$ cat src/rtl/fp_reg_file.sv
// FP register file ($f0..$f(NREGS-1)) with single/double operand formatting,
// same-edge write-to-read forwarding per 32-bit word, and the FP condition flag.
module fp_reg_file #(
  parameter int NREGS = 32,
  parameter int AW    = 5
) (
  input  logic          clk,
  input  logic          reset,
  input  logic          rd_en,
  input  logic          rd_dbl,
  input  logic [AW-1:0] rs_addr,
  input  logic [AW-1:0] rt_addr,
  input  logic          wr_en,
  input  logic          wr_dbl,
  input  logic [AW-1:0] wr_addr,
  input  logic [63:0]   wr_data,
  input  logic          cc_wr,
  input  logic          cc_in,
  output logic [63:0]   out1,
  output logic [63:0]   out2,
  output logic          cc_out,
  output logic          align_err
);

  logic [31:0]      regs    [NREGS];
  logic [31:0]      word_wd [NREGS];
  logic [31:0]      fwd     [NREGS];
  logic [NREGS-1:0] word_we;
  logic [AW-1:0]    raddr   [2];
  logic [63:0]      op      [2];
  logic             wr_mis;
  logic             wr_ok;
  logic             rd_mis;

  assign wr_mis = wr_en & wr_dbl & wr_addr[0];
  assign wr_ok  = wr_en & ~wr_mis;
  assign rd_mis = rd_en & rd_dbl & (rs_addr[0] | rt_addr[0]);

  genvar gi;
  generate
    for (gi = 0; gi < NREGS; gi++) begin : g_word
      localparam logic [AW-1:0] IDX = AW'(gi);

      // A double write hits both words of the even/odd pair; even word takes the low half.
      assign word_we[gi] = wr_ok & (wr_dbl ? (wr_addr[AW-1:1] == IDX[AW-1:1])
                                           : (wr_addr == IDX));
      assign word_wd[gi] = (wr_dbl && !IDX[0]) ? wr_data[31:0] : wr_data[63:32];
      assign fwd[gi]     = word_we[gi] ? word_wd[gi] : regs[gi];

      always_ff @(posedge clk or posedge reset) begin
        if (reset) begin
          regs[gi] <= 32'h0;
        end else if (word_we[gi]) begin
          regs[gi] <= word_wd[gi];
        end
      end
    end
  endgenerate

  assign raddr[0] = rs_addr;
  assign raddr[1] = rt_addr;

  generate
    for (gi = 0; gi < 2; gi++) begin : g_port
      logic [AW-1:0] hi_addr;
      assign hi_addr = {raddr[gi][AW-1:1], 1'b1};
      // Reading through fwd gives per-word bypass of a same-edge write.
      assign op[gi] = !rd_dbl      ? {fwd[raddr[gi]], 32'h0} :
                      raddr[gi][0] ? 64'h0 :
                                     {fwd[hi_addr], fwd[raddr[gi]]};
    end
  endgenerate

  always_ff @(posedge clk or posedge reset) begin
    if (reset) begin
      out1      <= 64'h0;
      out2      <= 64'h0;
      cc_out    <= 1'b0;
      align_err <= 1'b0;
    end else begin
      if (rd_en) begin
        out1 <= op[0];
        out2 <= op[1];
      end
      if (cc_wr) begin
        cc_out <= cc_in;
      end
      align_err <= wr_mis | rd_mis;
    end
  end

endmodule

$ cat config.mk
export PLATFORM = sky130hd
export DESIGN_NAME = fp_reg_file
export DESIGN_NICKNAME = d
export VERILOG_FILES = /design/src/rtl/fp_reg_file.sv
export SDC_FILE = /design/constraint.sdc
export NUM_CORES = 2
export LEC_CHECK = 0
export CAP_MARGIN = 5
export CELL_PAD_IN_SITES_DETAIL_PLACEMENT = 1
export CELL_PAD_IN_SITES_GLOBAL_PLACEMENT = 2
export CORE_ASPECT_RATIO = 1.75
export CORE_MARGIN = 2
export CORE_UTILIZATION = 30
export CTS_BUF_LIST = sky130_fd_sc_hd__clkbuf_4
export CTS_CLUSTER_DIAMETER = 200
export CTS_CLUSTER_SIZE = 10
export DETAILED_ROUTE_END_ITERATION = 8
export PLACE_DENSITY_LB_ADDON = 0.1
export SYNTH_ARGS = -nofsm -noshare
export SYNTH_HDL_FRONTEND = slang
export SYNTH_SLANG_ARGS = --single-unit
export TNS_END_PERCENT = 1
$ cat constraint.sdc
create_clock -name clk -period 66.5 [get_ports clk]
set_input_delay 19.95 -clock clk [delete_from_list [all_inputs] [get_ports clk]]
set_output_delay 19.95 -clock clk [all_outputs]
set_load 0.01 [all_outputs]
==> flow_summary.json <==
{
  "cp-startpoint": "wr_en",
  "syn2layout_area_growth_pct": 11.7,
  "post-synth-top-count-cell": "dfrtp_1",
  "seqPwrFrac_pct": 46.3,
  "synthAoiAreaFrac_pct": 23.5,
  "xor_share_pct": 0.116,
  "setup_viol": 0,
  "cts-htree-levels": 4,
  "core_area_mm2": 0.221,
  "ant_nets": 0,
  "ys_seq_share_pct": 43.4,
  "ctsHoldBuffers": 0,
  "initial_core_util_pct": 30.2,
  "clk_pin_slew_ns": 0.16,
  "cts-root-buf": "clkbuf_4",
  "top_area_share_pct": 43.4,
  "portBuffers": 216,
  "crit_end": "out1[39]",
  "async_flop_share_pct": 100,
  "period_needed_ns": 24.23,
  "drive_gt1_share_pct": 16.1,
  "pwr-share-clk_pct": 19.3,
  "grt.total_usage_pct": 42.2,
  "cts_buffers": 141,
  "worst_slack_ns": 42.27,
  "cts.path.max_buffers": 4,
  "yosys-stat-area_mm2": 0.0666,
  "vias_per_cell": 6.70,
  "fin_crit_sh_pct": 36.4,
  "ys_top_cells_by_count": "dfrtp_1, nand2_1, o21ai_0, clkbuf_1, inv_1",
  "cp.required_ns": 67.73,
  "synth-edff-count": 0,
  "cts_resized": 0,
  "tightest_slew_ns": 1.71,
  "drcViolationCount": 0,
  "antenna_found_initial": 65,
  "first_pass_iters": 6,
  "switchingPower_mw": 0.849,
  "drt_iter0_markers": 8206,
  "r2r_start": "regs[106]",
  "vias": 67800,
  "hold_viol": 0,
  "post_cts_buffers": 0,
  "num_io_pins": 217,
  "mappedNetlistArea_mm2": 0.0666,
  "top_cells_by_area": "dfrtp_1, mux4_2, mux2i_1",
  "ir_worst_vdd_mv": 0.0143,
  "p_per_area_mw_per_mm2": 27.2,
  "r2r_slack_ns": 63.51,
  "place_congestion": 1.03,
  "fp_nets": 7248,
  "fa_ha_area_share_pct": 0,
  "synthTopLogicFamily": "AND-OR/OR-AND gates",
  "intPower_mw": 1.17,
  "fin_nets": 7280,
  "ys_warn_count": 0,
  "r2r_cells": 7,
  "grt_pass1_wl_um": 645000,
  "yosys.cell_types.count": 94,
  "clock.fmax_ghz": 0.0413,
  "rsz0062_at_grt": "no",
  "fin_tns_setup_ns": 0,
  "ys_ff": 1154,
  "r2r_end": "out1[10]",
  "die_w_um": 360,
  "drv_cap": 1,
  "syn_area_per_cell_um2": 9.30,
  "yosys-mux-area-fraction_pct": 14.4,
  "violations": "max-capacitance violations, max-slew violations",
  "startpoint_type": "input pin",
  "hp-start": "regs[1021]",
  "cts_tree": "yes",
  "syn_inst": 7161,
  "final_max_slew_viol_count": 2,
  "ys_dominant_reg_cell": "dfrtp_1",
  "slew_headroom_pct": -15.2,
  "path_max_fanout": 30,
  "critPathKind": "in -> reg",
  "wirelength_um": 486000,
  "outcome": "finished, violations left",
  "grt_max_degree": 86,
  "combPwrFrac_pct": 34.4,
  "p_leak_nw": 33.0,
  "dieArea_mm2": 0.226,
  "die_h_um": 627,
  "pre_cts_ws_ns": 40.90,
  "switching_share_pct": 42.0,
  "first_global_vias": 67200,
  "cp.arrival_ns": 25.46,
  "numClockSinks": 1154,
  "rows": 228,
  "dp_hpwl_um": 350000,
  "nFillCells": 25100,
  "synthSimpleGateAreaFrac_pct": 11.5,
  "grt_overflow": 0,
  "wl_per_cell_um": 48.0,
  "ys_cells": 7161,
  "hold_path_class": "reg -> reg",
  "critical_path.endpoint_type": "flop",
  "largest_area_cell": "dfrtp_1",
  "warning_count": 31
}
-- per-stage QoR --
| step | power [mW] | utilization [%] | cell area (um2) | std cells | hold slack (ns) |
|---|---|---|---|---|---|
| detailed placement | 1.61 | 33.2 | 73100 | 9919 | 0.476 |
| CTS | 2.00 | 33.7 | 74200 | 10100 | 0.507 |
| global placement | 1.60 | 33.2 | 73100 | 9918 | 0.460 |
| finish | 2.02 | 33.8 | 74400 | 10100 | 0.505 |
| floorplan | 1.30 | - | 66600 | 7161 | 0.444 |
| global route | 2.09 | 33.7 | 74400 | 10100 | 0.515 |
-- cells by family after synthesis --
kind of cell / Yosys count
AOI/OAI and AO/OA: 2327
xor gates and xnor gates: 8
buffers and inverters: 1223
DFF: 1154
muxes: 721
and+or+nand+nor: 1728
-- placed cells by master, fill, tap and decap left out, types with 52 or more instances in the layout --
cell	instances
buf_4	379
o221ai_1	171
o21ai_0	543
nor2_1	383
o2bb2ai_1	52
nand3_1	246
o22ai_1	271
a211oi_1	107
mux4_2	164
mux2i_1	296
clkbuf_4	143
mux2_2	248
a21oi_1	461
inv_1	500
nand2_1	624
clkdlybuf4s50_1	195
nor3_1	218
dfrtp_1	1154
-- worst max-delay path, stage by stage --
cell,delay [ns]
clkdlybuf4s50_1,0.45
buf_4,0.36
nor3b_2,0.78
nand4_1,1.27
o21a_1,0.58
a32oi_1,0.46
nor2_1,0.24
nor4_1,0.76
o211ai_1,0.26
a211oi_1,0.32
-- power by group through the flow --
stage	registers (mW)	logic [mW]	clock network, mW
finish	0.938	0.696	0.391
global route	0.949	0.723	0.417
floorplan	0.917	0.379	0
CTS	0.932	0.671	0.397
detailed placement	0.946	0.668	0
global placement	0.941	0.657	0
-- layout make-up --
type	count	area (um2)	share of cell area, %
timing repair buffer	602	5090	6.84
inverter	510	1930	2.59
clock inverter	4	20.0	0.0269
tap	2875	3600	4.83
sequential	1154	28900	38.8
antenna	45	113	0.151
clock buffer	143	1070	1.44
multi-input combinational	4784	33700	45.3
-- how the worst min path moves through the flow --
stage / to / slack, ns / cells after the start
floorplan: regs[621] / 0.44 / 2
global placement: regs[749] / 0.46 / 2
detailed placement: regs[1015] / 0.48 / 2
CTS: out1[27] / 0.51 / 1
global route: out2[6] / 0.52 / 1
finish: regs[1021] / 0.50 / 2
-- per-layer routing --
layer  GRT usage, %  share of wire [%]  up-vias  wire length (um)
met4           39.8                 11       32             54500
met3           10.9                8.3     1466             40200
met5              0              0.042        -               205
met2           65.0                 45     4105            216000
met1           47.6                 36    35800            175000
li1               -                  -    26400                 -
-- registers in the layout (all words and copies together) (netlist names) --
name       count
align_err      1
out1          64
out2          64
cc_out         1
regs        1024
ff_map.png
The bar under the picture is 100 um long.
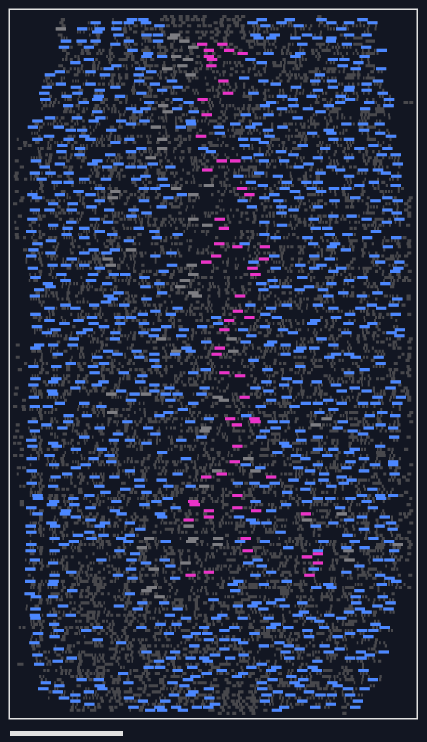
[blue] regs | placed flops: 1024 | where: all over the die
[magenta] out2 | placed flops: 64 | where: a column down the middle
Seq power: 0.938 mW
Seq/total area: 38.8%
Flop area: 0.0289 mm2
Final Util: 33.8%

closeup.png
Region (70, 451) to (110, 491) um. Cells in gray, sequential cells in the stronger gray; small squares are vias.
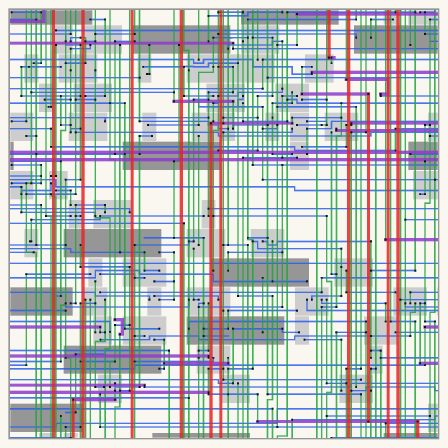
[green] M2
[red] M4
[blue] M1
[purple] M3
sequential cells in the window: 11
cells with their middle in the window: 60
most frequent: dfrtp_1 (11), mux2i_1 (10), inv_1 (7)
netlist names of flops here include: regs (9), out1 (2)

clock_nets.png
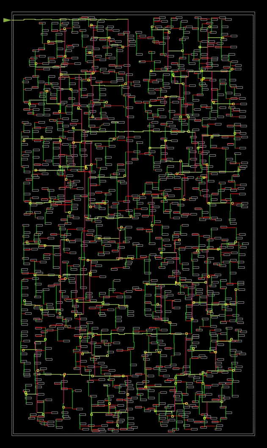
clk_skew: 0.107 ns
clk latency late pin: 1.32 ns
flip-flops: 1154
Power Clock: 0.391 mW

Power and IR drop assume default switching activity.
